`config.mk`:
```
export PLATFORM = sky130hd
export DESIGN_NAME = seq_divider
export DESIGN_NICKNAME = d
export VERILOG_FILES = /design/src/rtl/seq_divider.sv
export SDC_FILE = /design/constraint.sdc
export NUM_CORES = 1
export LEC_CHECK = 0
export CAP_MARGIN = 5
export CELL_PAD_IN_SITES_DETAIL_PLACEMENT = 1
export CELL_PAD_IN_SITES_GLOBAL_PLACEMENT = 1
export CORE_MARGIN = 1.5
export CORE_UTILIZATION = 38
export CTS_BUF_LIST = sky130_fd_sc_hd__clkbuf_8
export DETAILED_ROUTE_END_ITERATION = 10
export PLACE_DENSITY_LB_ADDON = 0.1
export SLEW_MARGIN = 20
export SYNTH_ARGS = -nofsm -noshare
export SYNTH_HDL_FRONTEND = slang
export SYNTH_SLANG_ARGS = --single-unit
```
`constraint.sdc`:
```
create_clock -name clk -period 1.5 [get_ports clk]
set_input_delay 0.45 -clock clk [delete_from_list [all_inputs] [get_ports clk]]
set_output_delay 0.45 -clock clk [all_outputs]
set_load 0.02 [all_outputs]
```
`src/rtl/seq_divider.sv`:
```
// Sequential unsigned restoring divider: one quotient bit per clock,
// start/busy/done handshake, divide-by-zero reported through div_zero.
module seq_divider #(
    parameter int WIDTH = 4
) (
    input  logic             clk,
    input  logic             rst_n,
    input  logic             start,
    input  logic [WIDTH-1:0] dividend,
    input  logic [WIDTH-1:0] divisor,
    output logic [WIDTH-1:0] quotient,
    output logic [WIDTH-1:0] remainder,
    output logic             busy,
    output logic             done,
    output logic             div_zero
);

    localparam int CW = $clog2(WIDTH + 1);

    typedef enum logic [1:0] {
        IDLE,
        RUN,
        ZERO
    } state_t;

    state_t           state_reg;
    logic [WIDTH:0]   p_reg;
    logic [WIDTH-1:0] q_reg;
    logic [WIDTH-1:0] dvsr_reg;
    logic [WIDTH-1:0] dvnd_reg;
    logic [CW-1:0]    cnt_reg;

    logic [WIDTH:0]   p_shift;
    logic [WIDTH:0]   p_next;
    logic [WIDTH-1:0] q_next;
    logic             fits;

    // One restoring step: shift the next dividend bit into P, subtract if it fits.
    always_comb begin
        p_shift = {p_reg[WIDTH-1:0], q_reg[WIDTH-1]};
        fits    = (p_shift >= {1'b0, dvsr_reg});
        p_next  = fits ? (p_shift - {1'b0, dvsr_reg}) : p_shift;
        q_next  = {q_reg[WIDTH-2:0], fits};
    end

    always_ff @(posedge clk) begin
        if (!rst_n) begin
            state_reg <= IDLE;
            p_reg     <= '0;
            q_reg     <= '0;
            dvsr_reg  <= '0;
            dvnd_reg  <= '0;
            cnt_reg   <= '0;
            quotient  <= '0;
            remainder <= '0;
            busy      <= 1'b0;
            done      <= 1'b0;
            div_zero  <= 1'b0;
        end else begin
            done <= 1'b0;
            case (state_reg)
                IDLE: begin
                    // busy is low only in IDLE, so start is honoured only here
                    if (start) begin
                        dvsr_reg  <= divisor;
                        dvnd_reg  <= dividend;
                        q_reg     <= dividend;
                        p_reg     <= '0;
                        cnt_reg   <= '0;
                        busy      <= 1'b1;
                        div_zero  <= 1'b0;
                        state_reg <= (divisor == '0) ? ZERO : RUN;
                    end
                end
                RUN: begin
                    p_reg   <= p_next;
                    q_reg   <= q_next;
                    cnt_reg <= cnt_reg + 1'b1;
                    if (cnt_reg == CW'(WIDTH - 1)) begin
                        quotient  <= q_next;
                        remainder <= p_next[WIDTH-1:0];
                        done      <= 1'b1;
                        busy      <= 1'b0;
                        state_reg <= IDLE;
                    end
                end
                ZERO: begin
                    quotient  <= '1;
                    remainder <= dvnd_reg;
                    div_zero  <= 1'b1;
                    done      <= 1'b1;
                    busy      <= 1'b0;
                    state_reg <= IDLE;
                end
                default: state_reg <= IDLE;
            endcase
        end
    end

endmodule

```
**Metal 1**

Supply wires on this layer in gray.
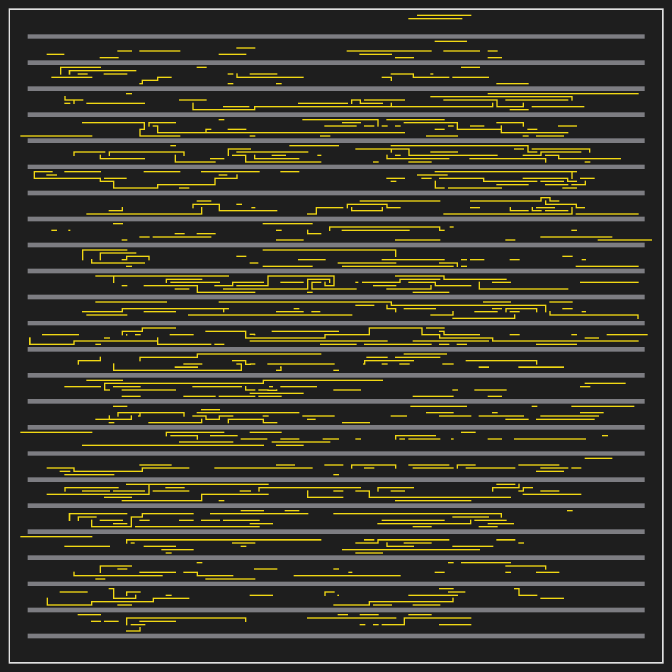
wire length on this layer	2110 um
share of all routed wire	41%
main direction	horizontal
vias: 1501
Total Wirelength: 5150 um

**Metal 4**

Scale bar: 20 um. Supply wires on this layer in gray.
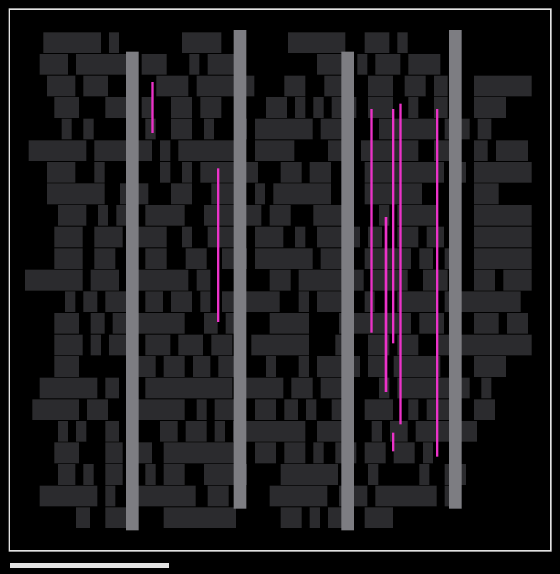
main direction	vertical
share of all routed wire	3.7%
longest straight run	43.5 um
wire length on this layer	190 um

**Placement by cell class**

Scale bar: 20 um. Fill, decap, tap and diode cells in gray.
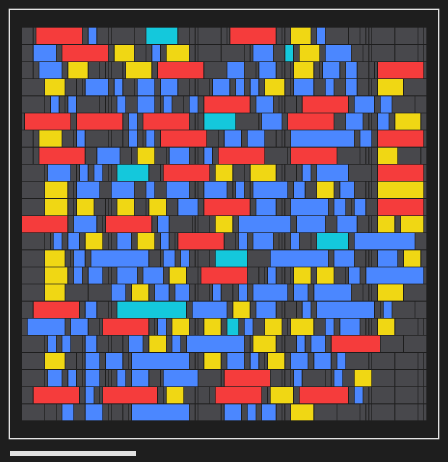
class	color	cells
other buffers and delay cells	yellow	52
flops	red	32
clock drivers and dummy loads	cyan	8
combinational and other logic	blue	142
Core Util, Final: 59.4%
Seq/total area: 27.0%
final instance area: 2390 um^2
Cell Rows: 23
Core Area: 4030 um^2

**Routing congestion map**

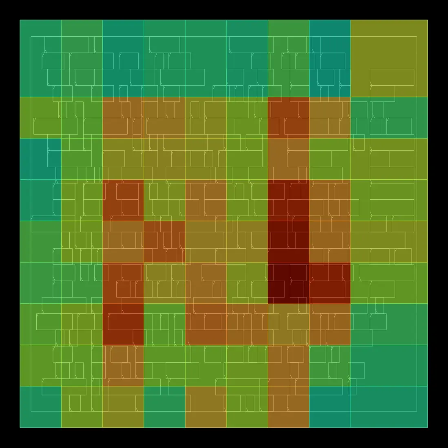
gr usage total: 23.9%
GR Util met1: 26.7%
GRT Max-Usage Layer: met2

**Placement density heat map**

7 x 7 tiles, from white (low) to dark blue (high), 0 to 100% covered.
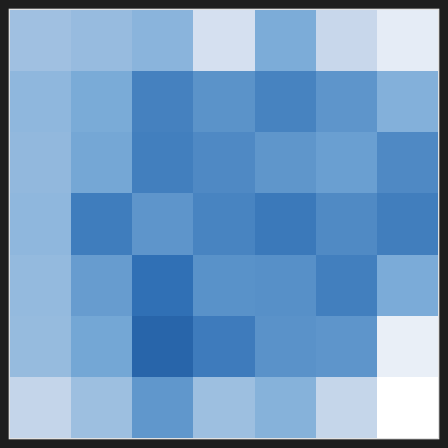
nearly empty tiles	2.0%
emptiest ninth of the die	south-east
fullest tile	79%
tiles over 75% full	2.0%
mean over tiles	50%
Init Core Util: 39.9%

synth_stat cells (all sizes together), types with 3 or more instances:
library cell  count
nand3b            3
dfxtp            32
nand3             5
nand2b            3
nor2b             4
nor2              9
clkbuf            5
o211a             7
o211ai            4
buf               3
o21ai            14
and2              4
nand2            32
a21oi             8
a21boi            9
mux2i             4
mux2              3
inv              10
ha                9
worst paths after layout:
kind | from | end | slack, ns | cells after the start
setup / recovery | p_reg[2] | p_reg[1] | -0.16 | 6
hold / removal | dvnd_reg[0] | dvnd_reg[0] | 0.47 | 2
setup reg to reg | p_reg[2] | p_reg[1] | -0.16 | 6
hold reg to reg | dvnd_reg[0] | dvnd_reg[0] | 0.47 | 2
==> results.py <==
# Flow results
metrics = {
    "die": {
        "tap_cells": 50,
        "die_h_um": 68.0,
        "pin_count": 22,
    },
    "route": {
        "ant_nets": 0,
        "drt_iter0_drc": 21,
        "first_pass_iters": 4,
        "dr_wl_met3_um": 232,
        "wl_met2_um": 2620,
        "post_drt_wl_per_cell_um": 18.1,
    },
    "logic_synthesis": {
        "postSynthSeqShare_pct": 39.8,
        "fp_nets": 202,
        "ys_chip_area_um2": 1610,
        "synth.avg_cell_area_um2": 8.88,
        "synth_flops": 32,
        "synth_top_cell_by_area": "dfxtp_1",
        "synthTopLogicFamily": "AND-OR/OR-AND gates",
        "ys_cells": 181,
        "xor_share_pct": 1.09,
        "netlist_instances": 181,
    },
    "clocking": {
        "cts_tree": "done",
        "cts_max_level": 2,
        "cts_buffers": 5,
        "clk_pin_slew_worst_paths_ns": 0.08,
        "post_cts_buffers": 4,
        "cts_resized": 30,
    },
    "placement": {
        "post-dp-hpwl_um": 3370,
        "placed_area_um2": 2070,
    },
    "global_route": {
        "antenna_found_initial": 0,
        "grt_pass1_wl_um": 8000,
        "grt_pass1_vias": 1628,
        "global_route.usage.met2_pct": 42.0,
        "use_met3_pct": 6.74,
    },
    "cells_and_area": {
        "comb_share_pct": 44.9,
        "layout_top_cell": "nand2_1",
        "seq_cell_count": 32,
        "regArea_um2": 647,
        "largestClassByArea": "logic gates",
        "drive_above_1_share_pct": 33.3,
    },
    "timing": {
        "max_freq_mhz": 602,
        "whs_ns": 0.467,
        "setup_viol": 10,
        "tightest_slew_ns": 0.333,
        "timing.final.ws_setup_ns": -0.160,
        "final.min_clock_period_ns": 1.66,
    },
    "run_status": {
        "violations": "negative setup slack",
        "status": "finished with violations",
    },
    "min_path": {
        "hold_class": "flip-flop to flip-flop",
    },
    "setup_path": {
        "cp_top_family": "AND-OR/OR-AND gates",
        "slowest_delay_ns": 0.36,
        "cp_cell_sequence": "ha_4 > or2_4 > buf_6 > o2bb2ai_4 > mux2_4 > o21ai_2",
        "critPathBufInv": 1,
        "startpoint_type": "flip-flop",
    },
    "job": {
        "maxCapViolations": 0,
        "tool_warnings": 31,
    },
    "power": {
        "pwr-share-seq_pct": 39.1,
        "power_density_nw_per_um2": 988,
        "pwr-share-comb_pct": 25.9,
        "p_clk_share_pct": 35.0,
        "top_power_group": "sequential cells",
        "p_clk_mw": 0.829,
        "p_seq_mw": 0.925,
    },
}
Power is estimated from default activity; no workload was simulated.
